==> config.mk <==
export PLATFORM = sky130hd
export DESIGN_NAME = seq_mult_start_gen
export DESIGN_NICKNAME = d
export VERILOG_FILES = /design/src/rtl/seq_mult_start_gen.sv
export SDC_FILE = /design/constraint.sdc
export NUM_CORES = 1
export LEC_CHECK = 0
export ABC_AREA = 0
export CAP_MARGIN = 15
export CORE_ASPECT_RATIO = 0.7
export CORE_MARGIN = 5
export CORE_UTILIZATION = 57
export CTS_BUF_LIST = sky130_fd_sc_hd__clkbuf_2 sky130_fd_sc_hd__clkbuf_4 sky130_fd_sc_hd__clkbuf_8
export DETAILED_ROUTE_END_ITERATION = 6
export GPL_TIMING_DRIVEN = 0
export PLACE_DENSITY_LB_ADDON = 0.1
export SLEW_MARGIN = 20
export SYNTH_ARGS = -nofsm -noshare
export SYNTH_HDL_FRONTEND = slang
export SYNTH_SLANG_ARGS = --single-unit
==> constraint.sdc <==
create_clock -name clk -period 3.3 [get_ports clk]
set_input_delay 0.66 -clock clk [delete_from_list [all_inputs] [get_ports clk]]
set_output_delay 0.66 -clock clk [all_outputs]
set_load 0.1 [all_outputs]
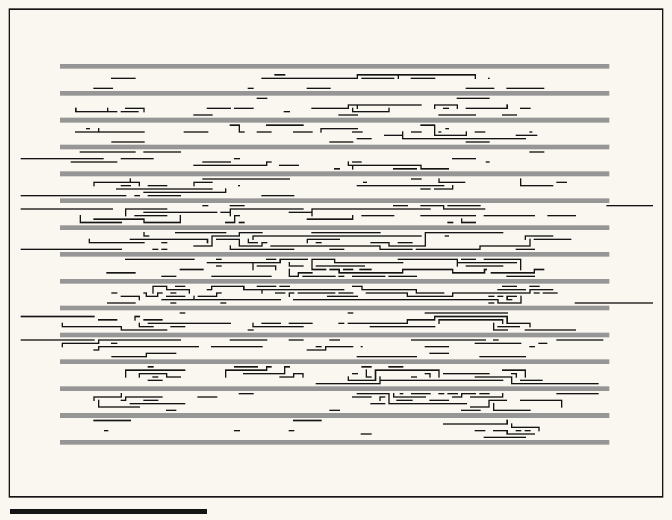
(run_1/m1.png)
The bar under the picture is 20 um long. Supply wires on this layer in grey.
wire length on this layer: 1,160 um
main direction: horizontal
nets with wire on the layer: 153
GR Layer Usage met1: 21.8%
final WL: 2.38 mm
total number of vias: 953

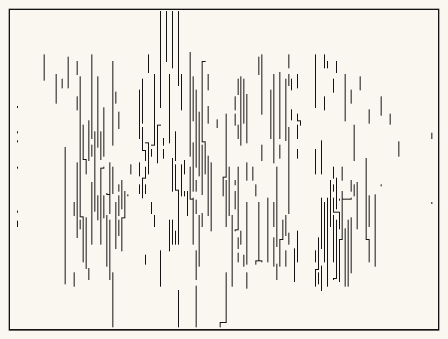
(run_1/m2.png)
nets with wire on the layer: 139
share of all routed wire: 46%
met2 track demand over resource: 25.6%

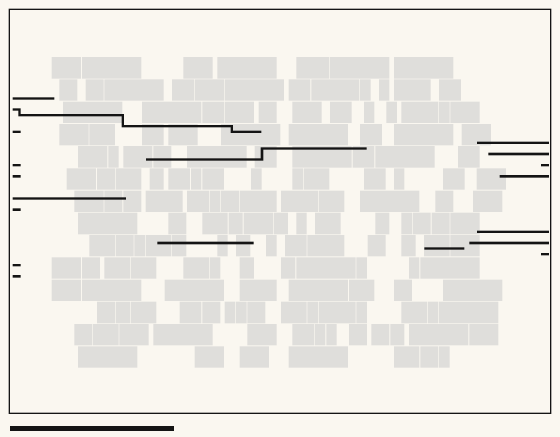
(run_1/m3.png)
The bar under the picture is 20 um long. Cells faint in the background.
main direction: horizontal
nets with wire on the layer: 19
share of all routed wire: 5.9%
longest straight run: 14.0 um
GR Util met3: 5.99%

==> impl_metrics.csv, run 1 <==
group,metric,value,unit
floorplanning,rows,14,
pwr,p_sw,102,uW
setup_path,critPathMaxFanout,5,
pwr,powerClk,140,uW
placed_design,port_buffers,23,
pwr,p_seq_share,68.3,%
synth,syn_nets,144,
clocking,numCtsBuffers,3,
sta,timing.fmax,345,MHz
synth,yosysSeqAreaShare,43.1,%
drt,wl_met2,1.09,mm
pwr,comb_power_share,2.6,%
pwr,ir_drop,0.000341,V
synth,yosys.area.top_type,"dfxtp_1",
synth,ys_ff,27,
clocking,ctsHoldBuffers,0,
floorplanning,die_height,49.2,um
pwr,p_seq,328,uW
worst_hold_path,min_path_cells,1,
sta,grt_setup_unrepaired,"false",
setup_path,crit_chain,"inv_1, ha_1, inv_1, clkdlybuf4s50_1",
synth,syn_area_per_cell,9.50,um2
pwr,totalPowerFinal,481,uW
setup_path,reg2regPathDepth,7,
final_layout,drive_gt1_share,8.81,%
sta,fin_crit_sh,87.8,%
clocking,cts_tree,"done",
sta,post-route-min-period,2.90,ns
clocking,clockBufferDepth,2,
placed_design,placed_cells,187,
drt,ant_nets,0,
sta,timing.final.hold_violations,0,
setup_path,end_kind,"output pin",
final_layout,finalNetCount,172,
final_layout,fin_util,73.2,%
setup_path,required,2.64,ns
worst_hold_path,hp-class,"reg -> reg",
global_routing,overflow,0,
synth,edf_count,0,
drt,wl_met1,1.16,mm
sta,layout_setup_ws,0.401,ns
sta,whs,0.436,ns
final_layout,stdcell_count,191,
placed_design,dp_hpwl,1.88,mm
setup_path,critPathArrivalTime,2.24,ns
clocking,cts_root_buffer,"clkbuf_4",
setup_path,crit_buf_inv,3,
floorplanning,pin_count,24,
setup_path,worstSetupPathDepth,4,
synth,yosys_cells,132,
synth,synth_area,0.00125,mm2
setup_path,cp_slowest_stage_delay,1.12,ns
synth,topCellsByArea,"dfxtp_1 (43%), ha_1 (8.0%), xor2_1 (6.3%), and2_1 (4.5%), buf_4 (3.6%)",
synth,ys_area,0.00125,mm2
pwr,power.group.top,"registers",
clocking,path_clk_slew,0.14,ns
status,status,"complete, no violations",
drt,top_layer,"met3",
pwr,p_int,379,uW
sta,tightestPinTransition,0.986,ns
clocking,post-cts-setup-buffers,0,
synth,synth.most_common_cell,"dfxtp_1",
sta,drv_slew,0,
synth,ys_types,34,
synth,yosysTopAreaCellShare,43.1,%
clocking,cts_resized,0,
clocking,htreeDepth,1,
setup_path,critPathTopFamily,"buffers and inverters",
clocking,clock.latency.late_pin,0.32,ns
[run 1: final cells by class]
type / instances / area, um2 / area share, %
multi-input cells: 89 / 622 / 40.1
repair buffers: 23 / 230 / 14.8
flip-flops and latches: 27 / 541 / 34.8
clock inverters: 1 / 5.00 / 0.323
inverters: 6 / 22.5 / 1.45
well taps: 32 / 40.0 / 2.58
plain buffers: 10 / 68.8 / 4.44
clock buffers: 3 / 22.5 / 1.45
[run 1: cells in the final DEF, fill, tap and decap left out, drive strengths merged]
master,count
a211oi,1
a21boi,3
a21o,1
a21oi,2
a311oi,1
a31oi,1
a41oi,1
and2,10
and3,1
and4,1
buf,8
clkbuf,5
clkdlybuf4s50,23
clkinv,1
dfxtp,27
ha,8
inv,6
mux2i,2
nand2,9
nand2b,2
nand3,4
nand3b,1
nand4,4
nor2,10
nor2b,3
nor4,2
nor4b,2
o21a,2
o21ai,3
or3,1
xnor2,5
xor2,9
[run 1: logic make-up (layout without fill, tap and decap cells)]
family | Yosys count | in the layout | synth area share (%)
XOR/XNOR | 14 | 14 | 10.4
multiplexers | 2 | 2 | 1.60
flip-flops | 27 | 27 | 43.1
adder cells (fa/ha/maj) | 8 | 8 | 7.98
buffers and inverters | 16 | 43 | 7.28
AND-OR/OR-AND | 15 | 15 | 8.08
AND/OR/NAND/NOR | 50 | 50 | 21.6
[run 1: layer usage]
metal	vias to the layer above	GRT usage, %
li1	491	-
met1	439	21.8
met2	23	25.6
met3	0	5.99
met4	0	1.01
met5	-	0
[run 1: worst reg2reg max path: stages, from the launching register on]
cell,delay [ns]
dfxtp_1,0.39
inv_1,0.08
ha_1,0.21
buf_2,0.18
nand2b_1,0.09
a31oi_1,0.05
a311oi_1,0.34
mux2i_1,0.23
==> run_1/clock_nets.png <==
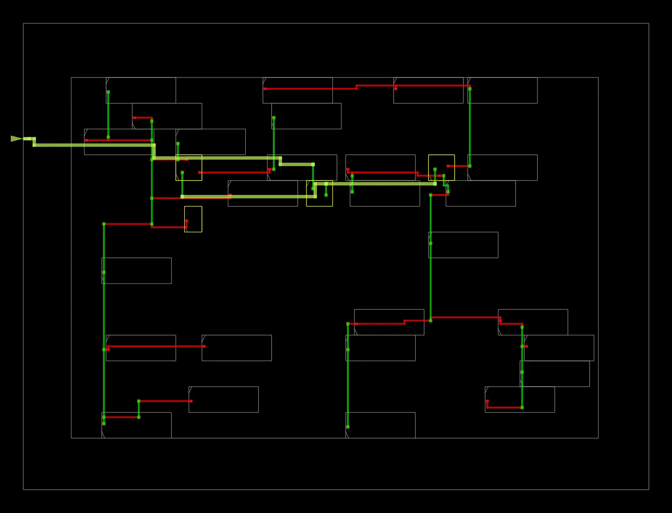

==> run 2, diff against run 1 <==
--- a/config.mk
+++ b/config.mk
@@ -12,7 +12,6 @@
 export CORE_UTILIZATION = 57
 export CTS_BUF_LIST = sky130_fd_sc_hd__clkbuf_2 sky130_fd_sc_hd__clkbuf_4 sky130_fd_sc_hd__clkbuf_8
 export DETAILED_ROUTE_END_ITERATION = 6
-export GPL_TIMING_DRIVEN = 0
 export PLACE_DENSITY_LB_ADDON = 0.1
 export SLEW_MARGIN = 20
 export SYNTH_ARGS = -nofsm -noshare
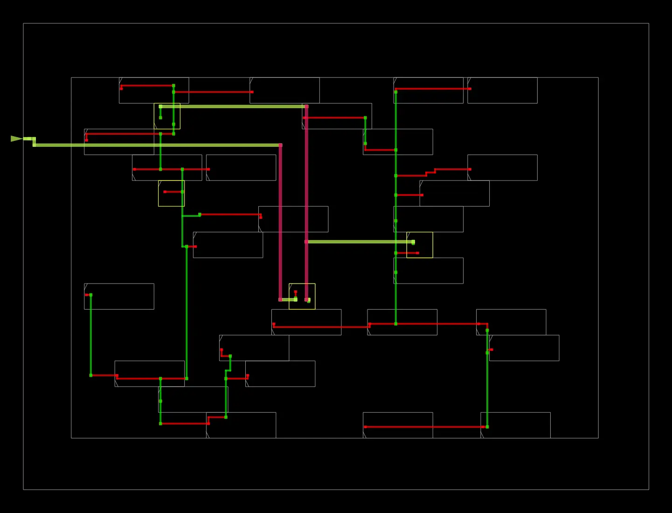
(run_2/clock_nets.png)
Final Skew: 0.00583 ns
clk sinks: 27

==> run 2 against run 1 <==
  * Non-clock buffer count down 10
  * Synthesized cell count stayed put
  * Power grew 1.9%
  * Cell count decreased by 5.2%
  * Sequential share of layout area increased by 2.8 points
  * Global-route usage up 0.60 points
  * Clock power is 8% higher
==> impl_metrics.csv, run 2 <==
group,metric,value,unit
synth,syn_nets,144,
global_routing,overflow,0,
synth,ys_sh_aoi,8.08,%
pwr,p_seq_share,67.0,%
pwr,totalPowerFinal,490,uW
sta,fin_crit_sh,61.9,%
pwr,p_sw,101,uW
worst_hold_path,min_path_cells,1,
drt,first_pass_iters,4,
clocking,cts_root_buffer,"clkbuf_4",
setup_path,worstSetupPathDepth,4,
final_layout,seq_area,541,um2
synth,synth.most_common_cell,"dfxtp_1",
setup_path,critPathTopFamily,"buffers and inverters",
clocking,path_clk_slew,0.13,ns
setup_path,critPathArrivalTime,1.38,ns
synth,yosys.area.top_type,"dfxtp_1",
synth,adder_share,7.98,%
pwr,comb_power_share,2.3,%
clocking,clockBufferDepth,2,
clocking,numCtsBuffers,3,
synth,ys_area,0.00125,mm2
setup_path,crit_chain,"inv_1, ha_1, inv_1, buf_4",
final_layout,area_delta_synth_final,14.5,%
synth,synth_area,0.00125,mm2
global_routing,grt_max_degree,22,
synth,ys_ff,27,
clocking,post-cts-setup-buffers,0,
setup_path,required,2.64,ns
synth,mux_area_share,1.60,%
floorplanning,core_area,0.00212,mm2
synth,yosys_cells,132,
synth,ys_sh_simple,21.6,%
floorplanning,fp_util,59.1,%
pwr,sw_frac_of_total,20.7,%
setup_path,critPathSlowestCell,"dfxtp_1",
clocking,cts_resized,0,
synth,xor_share,10.4,%
final_layout,finalNetCount,162,
setup_path,critPathMaxFanout,5,
setup_path,reg2regPathDepth,6,
sta,timing.final.hold_violations,0,
final_layout,final_cell_mix,"dfxtp_1 (27), buf_4 (20), nor2_1 (10)",
clocking,htreeDepth,1,
floorplanning,pin_count,24,
synth,logic_family,"simple AND/OR/NAND/NOR gates",
synth,topCellsByArea,"dfxtp_1 (43%), ha_1 (8.0%), xor2_1 (6.3%), and2_1 (4.5%), buf_4 (3.6%)",
floorplanning,rows,14,
drt,wl,2.27,mm
sta,post-route-min-period,2.04,ns
floorplanning,fp.dieW,66.1,um
setup_path,cpMostUsedCell,"inv_1",
synth,yosysTopAreaCellShare,43.1,%
final_layout,combGateArea,622,um2
floorplanning,chipArea,0.00325,mm2
pwr,ir_drop,0.000308,V
synth,syn_area_per_cell,9.50,um2
global_routing,track_usage,16.7,%
synth,ys_types,34,
clocking,clock.latency.late_pin,0.33,ns
clocking,cts_tree,"done",
synth,yosysSeqAreaShare,43.1,%
global_routing,grt_pass1_wl,4.21,mm
synth,edf_count,0,
sta,slew_headroom,59.9,%
worst_hold_path,hp-class,"reg -> reg",
final_layout,lay_top_count,"dfxtp_1",
drt,drc,0,
drt,vias,924,
sta,grt_setup_unrepaired,"false",
pwr,p_int,389,uW
placed_design,port_buffers,23,
placed_design,dp_hpwl,1.70,mm
clocking,ctsHoldBuffers,0,
placed_design,gp_congestion,0.840,
placed_design,place_area,0.00141,mm2
floorplanning,die_height,49.2,um
synth,common_cells,"dfxtp_1 (27), nor2_1 (10), and2_1 (9), nand2_1 (9), xor2_1 (9)",
flow_run,cap_violations,0,
sta,timing.fmax,489,MHz
sta,whs,0.443,ns
setup_path,crit_buf_inv,3,
sta,finalSetupTns,0,ns
setup_path,cp_slowest_stage_delay,0.39,ns
drt,wl_per_cell,12.6,um
drt,ant_nets,0,
sta,drv_slew,0,
status,status,"complete, no violations",
final_layout,drive_gt1_share,17.4,%
setup_path,end_kind,"output pin",
sta,tightestPinTransition,0.600,ns
## run 2: cell types whose count changed in the layout (fill, tap and decap cells not counted), sizes merged
cell           previous run  this run
clkdlybuf4s50            23         3
buf                       8        20
clkbuf                    5         4
clkinv                    1         0
## run 2: per-layer routing
layer	wire, um	global-route usage (%)	up-vias	part of all wire (%)
li1	-	-	473	-
met1	1200	23.8	419	53
met2	887	22.5	25	39
met3	136	5.30	7	6.0
met4	51	7.77	0	2.2
met5	0	0	-	0
## run 2: cells by family (layout without fill, tap and decap cells)
group                    Yosys count  after routing
AND-OR/OR-AND                     15             15
XOR/XNOR                          14             14
adder cells (fa/ha/maj)            8              8
buffers and inverters             16             33
flip-flops                        27             27
multiplexers                       2              2
AND/OR/NAND/NOR                   50             50
## run 2: power by group through the flow
stage          logic, mW  registers, mW  clock network, mW
2_1_floorplan    0.00592          0.335                  0
3_3_place_gp      0.0111          0.335                  0
3_5_place_dp      0.0113          0.335                  0
4_1_cts           0.0113          0.328              0.161
5_1_grt           0.0124          0.329              0.176
6_report          0.0112          0.328              0.151
## run 2: per-stage QoR
step / setup slack (ns) / std cells / utilization, %
after global routing: 1.14 / 181 / 67.7
final: 1.26 / 181 / 67.7
after CTS: 1.24 / 181 / 67.7
after global placement: 1.13 / 177 / 66.3
after floorplan: 1.23 / 132 / -
after detailed placement: 1.08 / 177 / 66.3
## run 2: area by class of cell
| type | instances | share of cell area (%) |
|---|---|---|
| multi-input cells | 89 | 43.3 |
| flip-flops and latches | 27 | 37.7 |
| repair buffers | 23 | 12.6 |
| well taps | 32 | 2.79 |
| clock buffers | 4 | 2.09 |
| inverters | 6 | 1.57 |
Power figures rest on the tool's default switching activity, not on a simulated workload.
